File: config.mk
export PLATFORM = sky130hd
export DESIGN_NAME = special_seq_counter
export DESIGN_NICKNAME = d
export VERILOG_FILES = /design/src/rtl/special_seq_counter.sv
export SDC_FILE = /design/constraint.sdc
export NUM_CORES = 1
export LEC_CHECK = 0
export CORE_MARGIN = 5
export CORE_UTILIZATION = 60
export DETAILED_ROUTE_END_ITERATION = 12
export PLACE_DENSITY_LB_ADDON = 0.08
export SLEW_MARGIN = 20
export SYNTH_ARGS = -nofsm -noshare
export SYNTH_HDL_FRONTEND = slang
export SYNTH_SLANG_ARGS = --single-unit
File: constraint.sdc
create_clock -name clk -period 6.9 [get_ports clk]
set_clock_uncertainty 0.05 [all_clocks]
set_input_delay 1.38 -clock clk [delete_from_list [all_inputs] [get_ports clk]]
set_output_delay 1.38 -clock clk [all_outputs]
set_load 0.01 [all_outputs]
File: src/rtl/special_seq_counter.sv
// special_seq_counter: steps an index through a writable table of values,
// presenting the table entry at the current index on a registered output.
// The sequence length is programmable and a one-cycle pulse marks each wrap.
module special_seq_counter #(
    parameter  int WIDTH = 3,
    parameter  int DEPTH = 8,
    localparam int AW    = $clog2(DEPTH)
) (
    input  logic             clk,
    input  logic             rst_n,
    input  logic             en,
    input  logic             dir,
    input  logic             wr_en,
    input  logic [AW-1:0]    wr_addr,
    input  logic [WIDTH-1:0] wr_data,
    input  logic             len_we,
    input  logic [AW-1:0]    len_val,
    output logic [WIDTH-1:0] q,
    output logic [AW-1:0]    idx,
    output logic             tc
);

    logic [WIDTH-1:0] tbl_q [DEPTH];
    logic [AW-1:0]    last_q, last_d;
    logic [AW-1:0]    idx_q, idx_d;
    logic [WIDTH-1:0] q_q, q_d;
    logic             tc_q, tc_d;
    logic             wr_hit;

    // Next-state: a length update overrides stepping; otherwise step with wrap.
    always_comb begin
        last_d = last_q;
        idx_d  = idx_q;
        tc_d   = 1'b0;
        wr_hit = wr_en && (int'(wr_addr) < DEPTH);
        if (len_we) begin
            last_d = (int'(len_val) > DEPTH - 1) ? AW'(DEPTH - 1) : len_val;
            // An index beyond the shrunk sequence restarts at the first entry.
            idx_d  = (idx_q > last_d) ? '0 : idx_q;
        end else if (en) begin
            if (dir) begin
                if (idx_q == last_q) begin
                    idx_d = '0;
                    tc_d  = 1'b1;
                end else begin
                    idx_d = idx_q + AW'(1);
                end
            end else begin
                if (idx_q == '0) begin
                    idx_d = last_q;
                    tc_d  = 1'b1;
                end else begin
                    idx_d = idx_q - AW'(1);
                end
            end
        end
        // q tracks the entry at the next index; a same-edge write to it wins.
        q_d = (wr_hit && (wr_addr == idx_d)) ? wr_data : tbl_q[idx_d];
    end

    // Counter, output and length registers.
    always_ff @(posedge clk or negedge rst_n) begin
        if (!rst_n) begin
            last_q <= AW'(DEPTH - 1);
            idx_q  <= '0;
            q_q    <= '0;
            tc_q   <= 1'b0;
        end else begin
            last_q <= last_d;
            idx_q  <= idx_d;
            q_q    <= q_d;
            tc_q   <= tc_d;
        end
    end

    // Sequence table; reset loads the identity sequence.
    always_ff @(posedge clk or negedge rst_n) begin
        if (!rst_n) begin
            for (int i = 0; i < DEPTH; i++) tbl_q[i] <= WIDTH'(i);
        end else if (wr_hit) begin
            tbl_q[wr_addr] <= wr_data;
        end
    end

    assign q   = q_q;
    assign idx = idx_q;
    assign tc  = tc_q;

endmodule

==> summary.json <==
{
  "yosys-stat-area": {"value": 0.001973, "unit": "mm²"},
  "worst_hold_startpoint": {"value": "tbl_q[21]"},
  "worst_ep_arrival_time": {"value": 4010, "unit": "ps"},
  "timing.rr.end": {"value": "q[1]"},
  "clkTransAtPathRegs": {"value": 110, "unit": "ps"},
  "grt_start_max_net_pins": {"value": 35},
  "critical_path.endpoint_type": {"value": "flop"},
  "post_synthesis_cell_count_from_yosys": {"value": 172},
  "synth.yosys.seq_area_share": {"value": 44.07, "unit": "%"},
  "maxSlewHeadroom": {"value": 66.93, "unit": "%"},
  "powerDensity": {"value": 352.8, "unit": "mW/mm²"},
  "post_cts_hold_buffer_count": {"value": 0},
  "gp_routability_congestion": {"value": 0.9171},
  "warnings": {"value": 28},
  "worstHoldPathType": {"value": "flop to flop"},
  "grt_pass1_wl": {"value": 7.251, "unit": "mm"},
  "die_h": {"value": 67.35, "unit": "µm"},
  "floorplan.core_area": {"value": 0.003103, "unit": "mm²"},
  "max_slew.worst_pin.slew": {"value": 494.5, "unit": "ps"},
  "result_of_the_run": {"value": "completed"}
}
[cell type report]
class / instances / share of cell area (%)
Tap cell: 44 / 2.371
Sequential cell: 34 / 37.45
Inverter: 12 / 1.940
Clock buffer: 6 / 2.209
Timing Repair Buffer: 22 / 9.375
Clock inverter: 2 / 2.586
Multi-Input combinational cell: 120 / 44.07
[critical path, stage by stage]
cell and delay [ps]:
sky130_fd_sc_hd__clkdlybuf4s50_1 500, sky130_fd_sc_hd__inv_1 50, sky130_fd_sc_hd__ha_1 300, sky130_fd_sc_hd__nor2_1 60
sky130_fd_sc_hd__a31oi_2 370, sky130_fd_sc_hd__a21oi_1 180, sky130_fd_sc_hd__o21ai_4 380, sky130_fd_sc_hd__xnor2_1 200
sky130_fd_sc_hd__or3_4 410, sky130_fd_sc_hd__a31oi_1 170
[report_power, final]
group / switching (µW) / internal [µW]
combinational: 165 / 162
clock: 67.6 / 123
sequential: 39.7 / 262
[synthesized netlist by cell type, drive strengths merged]
library cell,instances,share of area (%)
a211o,2,0.89
a211oi,2,0.76
a21o,1,0.38
a21oi,2,0.51
a221o,6,3.0
a31o,1,0.89
a31oi,11,3.8
and2,1,0.32
and3,1,0.32
and4,1,0.44
buf,3,1.2
clkbuf,3,0.57
dfrtp,19,24
dfstp,15,20
ha,6,3.8
inv,12,2.3
mux2,34,20
mux2i,1,0.51
nand2,12,2.3
nand2b,2,0.63
nand4,3,0.95
nand4b,1,0.44
nor2,3,0.57
nor2b,1,0.32
nor3,3,0.76
nor3b,3,1.4
nor4,3,0.95
o2111ai,1,0.44
o211a,1,0.51
o211ai,6,2.3
o21a,1,0.38
o21ai,4,1.6
or3,2,0.89
xnor2,5,2.2
[logic make-up after synthesis]
kind of cell	after synthesis	share of synthesized area, %
flops	34	44.07
compound gates	38	15.47
buf+inv	18	4.058
mux	35	20.10
simple gates	36	10.27
fa+ha+maj	6	3.805
xor+xnor	5	2.219
[per-layer routing]
layer | track usage (%) | wire length [µm]
met2 | 32.64 | 1978
met1 | 29.62 | 2022
met3 | 6.822 | 277
met4 | 7.848 | 76
met5 | 0 | 0
[stage by stage]
stage / instance area [µm²] / power, µW / setup slack [ps] / std cells
2_1_floorplan: 1973 / 531.9 / 3500 / 172
3_3_place_gp: 2211 / 612.9 / 2930 / 232
3_5_place_dp: 2211 / 628.5 / 2806 / 232
4_1_cts: 2322 / 820.0 / 3167 / 240
5_1_grt: 2322 / 867.4 / 3015 / 240
6_report: 2322 / 819.2 / 3085 / 240
[worst max-delay path by stage]
stage               startpoint   end  depth (start not counted)
CTS                 len_val[2]  q[1]                         10
finish              len_val[2]  q[1]                         10
floorplan           len_val[1]  q[0]                         10
detailed placement  len_val[2]  q[1]                         10
global route        len_val[2]  q[1]                         10
global placement    len_val[1]  q[2]                          9
[state kept, by name, indices dropped and copies added (netlist names)]
| name | count |
|---|---|
| idx | 3 |
| tc | 1 |
| last_q | 3 |
| tbl_q | 24 |
| q | 3 |
Fig. 1: drive-strength map
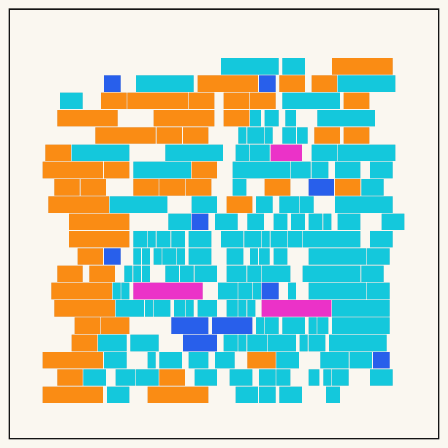
| size | color | cells |
|---|---|---|
| x2 | orange | 47 |
| x6 and larger | magenta | 3 |
| x3 and x4 | blue | 10 |
| x1 and smaller | cyan | 136 |

Fig. 2: cell density map
The die is cut into 7 by 7 equal tiles; white is low, dark blue is high, 0 to 100% covered.
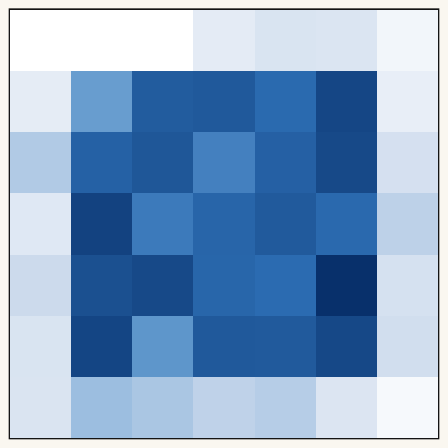
fullest tile: 100%
nearly empty tiles: 6.1%
densest ninth of the die: middle
tiles over 75% full: 43%
mean over tiles: 50%

Fig. 3: I/O pins on the die edge
Bar = 20 µm. Pins as bars across the die edge, other pins in gray.
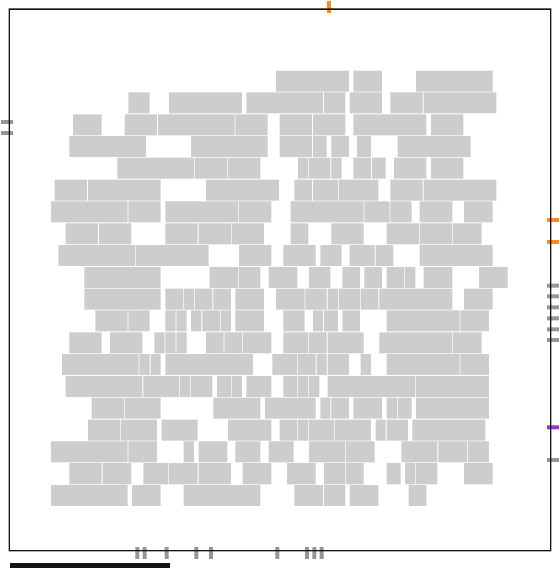
| port | color | pins | direction | edge |
|---|---|---|---|---|
| wr_addr | orange | 3 | input | 2 right, 1 top |
| tc | purple | 1 | output | right |

Power figures rest on the tool's default switching activity, not on a simulated workload.
